<file path="src/rtl/uart_pkg.sv">
// Shared UART definitions: default word/FIFO sizes, FIFO operation encoding
// and the pointer-width helper used by the TX/RX FIFOs.
package uart_pkg;

  localparam int unsigned UART_DATA_W     = 8;
  localparam int unsigned UART_FIFO_DEPTH = 16;

  typedef enum logic [1:0] {
    FIFO_IDLE = 2'b00,
    FIFO_PUSH = 2'b10,
    FIFO_POP  = 2'b01,
    FIFO_BOTH = 2'b11
  } fifo_op_e;

  function automatic int unsigned ptr_w(input int unsigned depth);
    return (depth > 1) ? $clog2(depth) : 1;
  endfunction

endpackage

</file>
<file path="src/rtl/uart_fifo_param_if.sv">
// Push/pop handshake bundle between a UART FIFO (slave) and its user (master).
interface uart_fifo_param_if
  import uart_pkg::*;
#(
  parameter int unsigned DATA_WIDTH = UART_DATA_W
) ();

  logic                  write_en;
  logic [DATA_WIDTH-1:0] write_data;
  logic                  read_en;
  logic [DATA_WIDTH-1:0] read_data;
  logic                  read_valid;

  modport master (
    output write_en, write_data, read_en,
    input  read_data, read_valid
  );

  modport slave (
    input  write_en, write_data, read_en,
    output read_data, read_valid
  );

endinterface

</file>
<file path="src/rtl/uart_fifo_mem.sv">
// FIFO storage: one synchronous write port, one asynchronous read port.
module uart_fifo_mem
  import uart_pkg::*;
#(
  parameter int unsigned DATA_WIDTH = UART_DATA_W,
  parameter int unsigned DEPTH      = UART_FIFO_DEPTH,
  parameter int unsigned ADDR_WIDTH = ptr_w(DEPTH)
) (
  input  logic                  clk,
  input  logic                  we,
  input  logic [ADDR_WIDTH-1:0] waddr,
  input  logic [DATA_WIDTH-1:0] wdata,
  input  logic [ADDR_WIDTH-1:0] raddr,
  output logic [DATA_WIDTH-1:0] rdata
);

  logic [DATA_WIDTH-1:0] mem [DEPTH];

  always_ff @(posedge clk) begin
    if (we) mem[waddr] <= wdata;
  end

  assign rdata = mem[raddr];

endmodule

</file>
<file path="src/rtl/uart_fifo_param.sv">
// Parametrised UART FIFO with level, thresholds, sticky error flags and flush.
// Define UART_FIFO_FWFT_EN for first-word-fall-through reads; default is registered read.
module uart_fifo_param
  import uart_pkg::*;
#(
  parameter int unsigned DATA_WIDTH = UART_DATA_W,
  parameter int unsigned DEPTH      = UART_FIFO_DEPTH,
  parameter int unsigned AFULL_TH   = DEPTH - 2,
  parameter int unsigned AEMPTY_TH  = 2
) (
  input  logic                     clk,
  input  logic                     reset,
  input  logic                     flush,
  input  logic                     err_clear,
  uart_fifo_param_if.slave         bus,
  output logic                     empty,
  output logic                     full,
  output logic                     almost_full,
  output logic                     almost_empty,
  output logic [$clog2(DEPTH):0]   level,
  output logic                     overflow,
  output logic                     underflow
);

  localparam int unsigned AW = ptr_w(DEPTH);
  localparam int unsigned LW = $clog2(DEPTH) + 1;

  logic [AW-1:0]         wr_ptr, rd_ptr;
  logic [DATA_WIDTH-1:0] head;
  logic                  rd_acc, wr_acc, ovf_evt, udf_evt;
  fifo_op_e              op;

  assign empty        = (level == '0);
  assign full         = (32'(level) == DEPTH);
  assign almost_full  = (32'(level) >= AFULL_TH);
  assign almost_empty = (32'(level) <= AEMPTY_TH);

  // A pop frees a slot in the same edge, so a full FIFO still accepts a push alongside it.
  assign rd_acc  = bus.read_en && !empty;
  assign wr_acc  = bus.write_en && (!full || rd_acc);
  assign ovf_evt = bus.write_en && !wr_acc && !flush;
  assign udf_evt = bus.read_en && empty && !flush;

  always_comb begin
    op = FIFO_IDLE;
    case ({wr_acc, rd_acc})
      2'b10:   op = FIFO_PUSH;
      2'b01:   op = FIFO_POP;
      2'b11:   op = FIFO_BOTH;
      default: op = FIFO_IDLE;
    endcase
  end

  uart_fifo_mem #(
    .DATA_WIDTH (DATA_WIDTH),
    .DEPTH      (DEPTH),
    .ADDR_WIDTH (AW)
  ) u_mem (
    .clk   (clk),
    .we    (wr_acc && !flush && reset),
    .waddr (wr_ptr),
    .wdata (bus.write_data),
    .raddr (rd_ptr),
    .rdata (head)
  );

  always_ff @(posedge clk) begin
    if (!reset) begin
      wr_ptr <= '0;
      rd_ptr <= '0;
      level  <= '0;
    end else if (flush) begin
      wr_ptr <= '0;
      rd_ptr <= '0;
      level  <= '0;
    end else begin
      if (wr_acc) wr_ptr <= wr_ptr + AW'(1);
      if (rd_acc) rd_ptr <= rd_ptr + AW'(1);
      case (op)
        FIFO_PUSH: level <= level + LW'(1);
        FIFO_POP:  level <= level - LW'(1);
        default:   ;
      endcase
    end
  end

  // Error event in the same cycle as err_clear keeps the flag set.
  always_ff @(posedge clk) begin
    if (!reset) begin
      overflow  <= 1'b0;
      underflow <= 1'b0;
    end else begin
      if (ovf_evt)        overflow <= 1'b1;
      else if (err_clear) overflow <= 1'b0;
      if (udf_evt)        underflow <= 1'b1;
      else if (err_clear) underflow <= 1'b0;
    end
  end

`ifdef UART_FIFO_FWFT_EN
  assign bus.read_data  = head;
  assign bus.read_valid = !empty;
`else
  always_ff @(posedge clk) begin
    if (!reset) begin
      bus.read_data  <= '0;
      bus.read_valid <= 1'b0;
    end else if (flush) begin
      bus.read_valid <= 1'b0;
    end else begin
      bus.read_valid <= rd_acc;
      if (rd_acc) bus.read_data <= head;
    end
  end
`endif

endmodule

</file>
<file path="src/flat_wrapper.sv">
// flat-port wrapper written by rule: the top's interface ports become plain ports
module uart_fifo_param_flat import uart_pkg::*;
#(
  parameter int unsigned DATA_WIDTH = UART_DATA_W,
  parameter int unsigned DEPTH      = UART_FIFO_DEPTH,
  parameter int unsigned AFULL_TH   = DEPTH - 2,
  parameter int unsigned AEMPTY_TH  = 2
)
  (clk, reset, flush, err_clear, empty, full, almost_full, almost_empty, level, overflow, underflow, bus_write_en, bus_write_data, bus_read_en, bus_read_data, bus_read_valid);
  uart_fifo_param_if #(.DATA_WIDTH(DATA_WIDTH)) bus_i ();
  input  logic clk;
  input  logic reset;
  input  logic flush;
  input  logic err_clear;
  output logic empty;
  output logic full;
  output logic almost_full;
  output logic almost_empty;
  output logic [$clog2(DEPTH):0] level;
  output logic overflow;
  output logic underflow;
  input wire logic [$bits(bus_i.write_en)-1:0] bus_write_en;
  input wire logic [$bits(bus_i.write_data)-1:0] bus_write_data;
  input wire logic [$bits(bus_i.read_en)-1:0] bus_read_en;
  output wire logic [$bits(bus_i.read_data)-1:0] bus_read_data;
  output wire logic [$bits(bus_i.read_valid)-1:0] bus_read_valid;
  assign bus_i.write_en = bus_write_en;
  assign bus_i.write_data = bus_write_data;
  assign bus_i.read_en = bus_read_en;
  assign bus_read_data = bus_i.read_data;
  assign bus_read_valid = bus_i.read_valid;
  uart_fifo_param #(.DATA_WIDTH(DATA_WIDTH), .DEPTH(DEPTH), .AFULL_TH(AFULL_TH), .AEMPTY_TH(AEMPTY_TH)) u_core (.clk(clk), .reset(reset), .flush(flush), .err_clear(err_clear), .bus(bus_i), .empty(empty), .full(full), .almost_full(almost_full), .almost_empty(almost_empty), .level(level), .overflow(overflow), .underflow(underflow));
endmodule
</file>
<file path="config.mk">
export PLATFORM = sky130hd
export DESIGN_NAME = uart_fifo_param_flat
export DESIGN_NICKNAME = d
export VERILOG_FILES = /design/src/rtl/uart_pkg.sv /design/src/rtl/uart_fifo_param_if.sv /design/src/rtl/uart_fifo_mem.sv /design/src/rtl/uart_fifo_param.sv /design/src/flat_wrapper.sv
export SDC_FILE = /design/constraint.sdc
export NUM_CORES = 1
export LEC_CHECK = 0
export ABC_AREA = 1
export CORE_UTILIZATION = 60
export CTS_CLUSTER_DIAMETER = 30
export DETAILED_ROUTE_END_ITERATION = 10
export GPL_TIMING_DRIVEN = 0
export PLACE_DENSITY = 0.77
export SYNTH_ARGS = -nofsm -noshare
export SYNTH_HDL_FRONTEND = slang
export SYNTH_SLANG_ARGS = --single-unit
</file>
<file path="constraint.sdc">
create_clock -name clk -period 2.3 [get_ports clk]
set_input_delay 0.46 -clock clk [delete_from_list [all_inputs] [get_ports clk]]
set_output_delay 0.46 -clock clk [all_outputs]
set_load 0.01 [all_outputs]
</file>
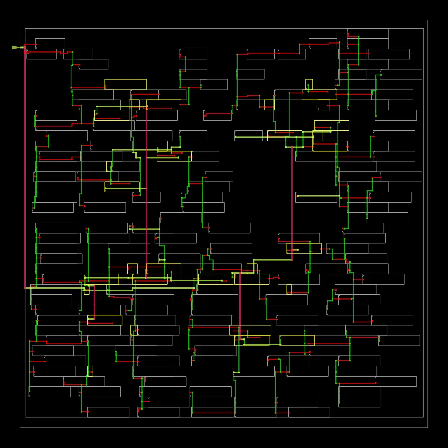
(run_1/clock_nets.png)
Clock Sinks: 152
worst skew pair latency: 410 ps
CTS buffer count: 17
# clk buffers: 20

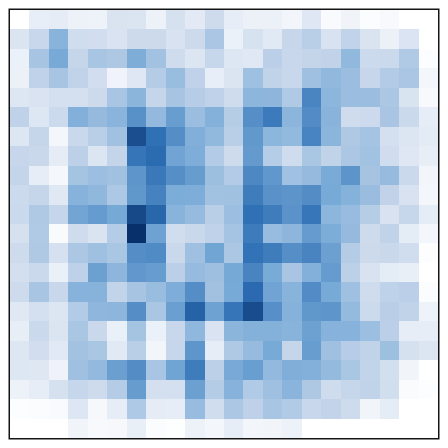
(run_1/route_heat.png)
22 x 22 tiles, from white (low) to dark blue (high), scaled to the fullest tile. Values are wire area over tile area, all layers added.
mean over tiles	0.24
nearly empty tiles	5.4%
tiles over half the peak	17%

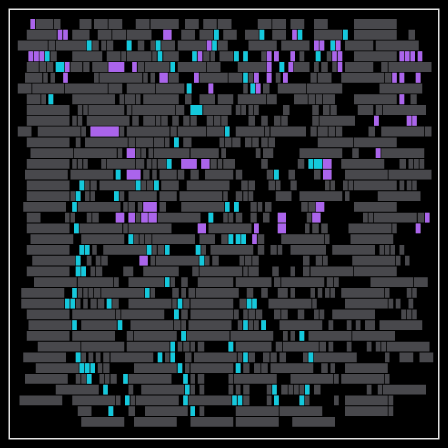
(run_1/gates.png)
family	colour	cells	most used
nor cells	purple	66	nor2_1
inv cells	cyan	96	inv_1

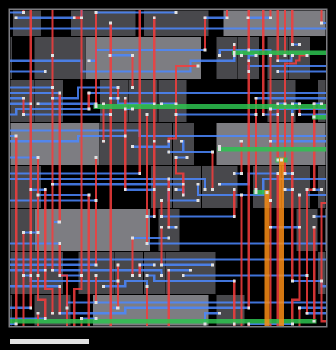
(run_1/closeup.png)
Scale bar: 5 µm. Region (44, 66) to (64, 86) µm. Cells in grey, sequential cells in the stronger grey; small squares are vias.
layer	colour
M4	orange
M1	blue
M3	green
M2	red
most frequent	nand2_1 (8), dfxtp_1 (6), buf_2 (5)
netlist names of flops here include	`u_core.rd_ptr` (4)
cells with their middle in the window	37
sequential cells in the window	6

==> results.py, run 1 <==
# Flow results
metrics = {
    "status": {
        "status": "finished, violations left",
        "violations": "negative setup slack",
    },
    "grt": {
        "grt_use_met1": 0.4332,
        "grt_max_degree": 17,
        "grt_pass1_vias": 4631,
        "met2_usage": 0.4791,
        "grtUsageTotal": 0.3093,
        "grt_use_met3": 0.05606,
        "grt_pass1_wl_mm": 25.41,
        "busiest_layer": "met2",
    },
    "pwr": {
        "total_leakage_power_uw": 0.003252,
        "power_density_mw_per_mm2": 790.4,
        "finalPower_uw": 6250,
        "p_sw_uw": 1445,
        "seqPwrFrac": 0.487,
        "switching_share": 0.2312,
        "pwr-share-comb": 0.087,
        "pg_comb_uw": 542,
        "peakVddDrop_mv": 0.5988,
    },
    "sta": {
        "fin_crit_sh": 1.080,
        "slew_viol_final": 0,
        "fin_setup_tns_ps": -2725,
        "setup_ws_ps": -184.8,
        "finalHoldViolCount": 0,
        "grt_setup_unrepaired": "yes",
        "hold_ws_ps": 494.0,
        "skew_ps": 6.285,
        "setup_viol": 16,
    },
    "yosys": {
        "async_reset_ff_frac": 0,
        "yosys_warnings": 0,
        "simple_gate_area_frac": 0.2350,
        "yosys-top-cells-count": "nand2_1 (188), edfxtp_1 (128), nand3_1 (96)",
        "ys_sh_xor": 0.005169,
        "avgSynthCellArea_um2": 9.982,
        "synth_area_mm2": 0.006778,
        "yosysMostFrequentCell": "nand2_1",
        "ys_seq_share": 0.6380,
        "aoi_share": 0.02308,
        "synth.distinct_cells": 30,
        "yosysCellCount": 679,
        "topCellsByArea": "edfxtp_1 (57%), nand2_1 (10%), dfxtp_1 (7.1%), nand3_1 (7.1%), inv_1 (4.7%)",
        "edf_count": 128,
        "top_cell_area_share": 0.5671,
        "yosys-stat-area_mm2": 0.006778,
    },
    "hold_path": {
        "worstHoldPathCells": 2,
        "min-delay-start": "u_core.overflow",
        "hold_path_class": "reg2reg",
        "holdPathEnd": "u_core.overflow",
    },
    "worst_setup_path": {
        "crit_chain": "clkdlybuf4s50_1, inv_1, nor2_2, nand2_2, nor3_1",
        "worstPathRequired_ps": 2330,
        "r2r_start": "u_core.level[0]",
        "cpMaxStageDelayCell": "nor3_1",
        "critPathKind": "in2reg",
        "endpoint_kind": "flip-flop",
        "path_depth": 5,
        "critical-path-max-stage-delay_ps": 910,
        "critical_path.endpoint": "u_core.u_mem.mem[15][4]",
        "ff2ff_setup_slack_ps": -50,
        "worst-path-buf-inv": 2,
        "cp_top_family": "simple AND/OR/NAND/NOR gates",
        "crit_arrival_ps": 2510,
        "reg2reg_depth": 6,
    },
    "finish": {
        "sh_comb_area": 0.2478,
        "buffers": 60,
        "nonClkBufAreaFrac": 0.06440,
        "logic_area_mm2": 0.001959,
        "final_util": 0.7231,
        "instances_no_fill": 884,
        "clock_area_frac": 0.07136,
        "reg_top3": "u_core.u_mem.mem (128), u_core.bus.read_data (8), u_core.level (5)",
        "largestClassByArea": "flip-flops and latches",
        "largest_reg_flops": 128,
        "seq_area_frac": 0.5475,
        "seq_cells": 152,
        "area_growth_pct": 16.67,
        "inverters": 96,
        "lay_top_count": "nand2_1",
        "fin_area_mm2": 0.007908,
    },
    "die": {
        "die_y_um": 108.3,
        "io_pins": 34,
        "core_mm2": 0.01094,
        "die_area_mm2": 0.01173,
        "num_rows": 38,
        "num_tap_cells": 140,
    },
    "detailed_routing": {
        "dr.max_layer_used": "met4",
        "drt-met1-wl_mm": 7.077,
        "drt_pass1_iterations": 5,
        "dr_wl_met2_mm": 8.040,
        "via_per_inst": 5.571,
        "ant_nets": 0,
        "dr_wl_met3_mm": 1.466,
        "drc": 0,
    },
    "placed_design": {
        "hpwlAfterDp_mm": 11.74,
        "gp_congestion": 0.9864,
        "portBuffers": 33,
    },
    "clock_network": {
        "postCtsHoldBufs": 0,
        "clock_path_buffers": 2,
    },
}
==> run_1/pinout.png <==
Scale bar: 20 µm. Pins as bars across the die edge, other pins in grey.
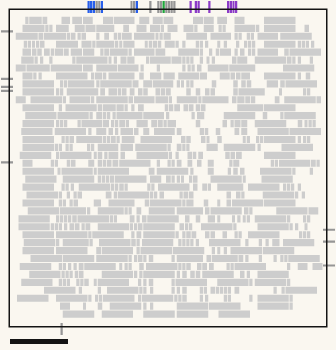

==> run 2: changes to the inputs <==
--- a/config.mk
+++ b/config.mk
@@ -5,12 +5,12 @@
 export SDC_FILE = /design/constraint.sdc
 export NUM_CORES = 1
 export LEC_CHECK = 0
-export ABC_AREA = 1
-export CORE_UTILIZATION = 60
-export CTS_CLUSTER_DIAMETER = 30
+export ABC_AREA = 0
+export CORE_UTILIZATION = 59
+export CTS_CLUSTER_DIAMETER = 40
 export DETAILED_ROUTE_END_ITERATION = 10
 export GPL_TIMING_DRIVEN = 0
-export PLACE_DENSITY = 0.77
+export PLACE_DENSITY = 0.76
 export SYNTH_ARGS = -nofsm -noshare
 export SYNTH_HDL_FRONTEND = slang
 export SYNTH_SLANG_ARGS = --single-unit
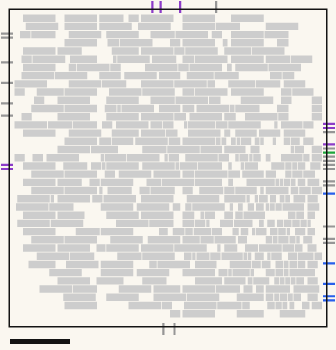
(run_2/pinout.png)
Scale bar: 20 µm. Pins as bars across the die edge, other pins in grey.
port	colour	pins	direction	edge
`level`	blue	5	output	right
`bus_read_data`	purple	8	output	3 top, 3 right, 2 left
`overflow`	green	1	output	right
all pins by edge	20 right, 8 left, 4 top, 2 bottom
die width: 104.7 µm
die y size: 104.7 µm

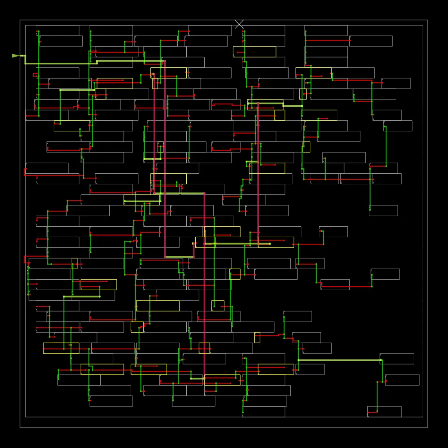
(run_2/clock_nets.png)
FF+latch count: 152
Clock Power: 2690 µW
# clk buffers: 19
Layout Skew: 6.881 ps

==> run 2 against run 1 <==
  * Largest power group unchanged
  * Core utilization grew 3.8 points
  * Via count decreased by 29%
  * First-iteration DRC count is 54% lower
  * Die size fell by 6.5%
  * Clock-buffer cell count shrank 1
  * Critical endpoint is now u_core.level[4]
  * The flow finishes with violations (design-rule violations, negative setup slack)
  * Register-to-register slack worse by 120 ps
==> results.py, run 2 <==
# Flow results
metrics = {
    "worst_setup_path": {
        "ff2ff_setup_slack_ps": -170,
        "cp_max_fo": 5,
        "endpoint_kind": "flip-flop",
        "critPathKind": "reg2reg",
        "worstPathRequired_ps": 2710,
        "reg2reg_depth": 9,
        "critical-path-max-stage-delay_ps": 540,
        "cp_top_family": "simple AND/OR/NAND/NOR gates",
        "crit_arrival_ps": 2880,
        "critical_path.endpoint": "u_core.level[4]",
        "r2r_start": "u_core.level[0]",
        "cpMaxStageDelayCell": "or4_4",
        "crit_chain": "or4_4, buf_8, o211ai_4, inv_4, fa_2, a21o_1, a21oi_2, mux2i_1, nand3_1",
        "cp-startpoint": "u_core.level[0]",
        "worst-path-buf-inv": 2,
        "path_depth": 9,
    },
    "detailed_routing": {
        "drt-met1-wl_mm": 5.319,
        "dr_wl_met3_um": 616,
        "via_per_inst": 6.026,
        "drt_iter0_drc": 260,
        "ant_nets": 0,
        "route.vias.total": 3507,
        "drt_pass1_iterations": 7,
        "dr.max_layer_used": "met4",
        "routed_wl_mm": 12.69,
        "drc": 2,
        "dr_wl_met2_mm": 6.437,
    },
    "finish": {
        "logic_area_mm2": 0.002012,
        "final_layout_size_suffix_gt1_frac": 0.3386,
        "inverters": 8,
        "largest_reg_flops": 128,
        "nonClkBufAreaFrac": 0.08817,
        "seq_area_frac": 0.5545,
        "lay_top_count": "edfxtp_1",
        "final_util": 0.7608,
        "nNetsFinal": 456,
        "instances_no_fill": 582,
        "clock_area_frac": 0.07377,
        "largestClassByArea": "flip-flops and latches",
        "fillCellCount": 562,
        "buffers": 78,
        "diodes": 0,
        "area_growth_pct": 25.61,
        "fin_area_mm2": 0.007819,
        "reg_top3": "u_core.u_mem.mem (128), u_core.bus.read_data (8), u_core.level (5)",
        "sh_comb_area": 0.2573,
    },
    "sta": {
        "slew-limit-headroom": 0.4739,
        "setup_viol": 4,
        "hold_ws_ps": 483.3,
        "worstMarginPinSlew_ps": 784.9,
        "fin_setup_tns_ps": -370.5,
        "finalHoldViolCount": 0,
        "fin_crit_sh": 1.073,
        "slew_viol_final": 0,
        "grt_setup_unrepaired": "yes",
        "setup_ws_ps": -166.8,
        "fmax_mhz": 405.4,
    },
    "pwr": {
        "power_density_mw_per_mm2": 769.7,
        "switching_share": 0.2048,
        "p_clk_frac": 0.447,
        "power.group.top": "registers",
        "seqPwrFrac": 0.500,
        "pg_comb_uw": 314,
        "finalPower_uw": 6018,
        "pwr-share-comb": 0.052,
        "p_sw_uw": 1232,
        "total_leakage_power_uw": 0.002516,
        "peakVddDrop_mv": 0.6648,
    },
    "placed_design": {
        "portBuffers": 32,
        "pre_cts_ws_ps": -1413,
        "gp_congestion": 0.7817,
        "hpwlAfterDp_mm": 7.649,
        "place_area_mm2": 0.006751,
    },
    "run": {
        "warnings": 32,
    },
    "grt": {
        "grt_pass1_vias": 3559,
        "grt_use_met1": 0.3357,
        "grt_max_degree": 17,
        "grtUsageTotal": 0.2521,
        "grt_use_met3": 0.05303,
        "antenna_found_initial": 0,
        "met2_usage": 0.4044,
        "busiest_layer": "met2",
        "grt_pass1_wl_mm": 19.91,
    },
    "die": {
        "fp_util": 0.6057,
        "num_tap_cells": 136,
        "io_pins": 34,
        "die_area_mm2": 0.01097,
        "core_mm2": 0.01028,
        "num_rows": 37,
    },
    "yosys": {
        "synth.comb.largest_family": "multiplexers",
        "synth_area_mm2": 0.006225,
        "top_cell_area_share": 0.6175,
        "ys_ff": 152,
        "yosys-top-cells-count": "edfxtp_1 (128), mux4_2 (32), nor2_1 (32)",
        "edf_count": 128,
        "async_reset_ff_frac": 0,
        "yosysCellCount": 355,
        "topCellsByArea": "edfxtp_1 (62%), mux4_2 (12%), dfxtp_1 (7.7%), nor2_1 (1.9%), mux2i_1 (1.8%)",
        "synth.distinct_cells": 47,
        "ys_sh_xor": 0.009849,
        "ys_seq_share": 0.6947,
        "simple_gate_area_frac": 0.05709,
        "avgSynthCellArea_um2": 17.53,
        "yosys_warnings": 0,
        "yosys-stat-area_mm2": 0.006225,
        "aoi_share": 0.04985,
        "yosysMostFrequentCell": "edfxtp_1",
    },
    "hold_path": {
        "holdPathEnd": "u_core.wr_ptr[2]",
        "min-delay-start": "bus_write_en",
        "worstHoldPathCells": 4,
        "hold_path_class": "in2reg",
    },
    "status": {
        "status": "finished, violations left",
        "violations": "design-rule violations, negative setup slack",
    },
    "clock_network": {
        "cts_resized": 53,
        "cts-root-buf": "clkbuf_8",
        "postCtsHoldBufs": 0,
        "cts.sinks": 152,
        "ctsHtreeMaxLevel": 4,
        "postCtsSetupBuffers": 21,
        "cts_made_buffers": 17,
        "path_clk_slew_ps": 60,
        "clock_latency_ps": 530,
        "clock_path_buffers": 2,
    },
}
Power and IR drop assume default switching activity.
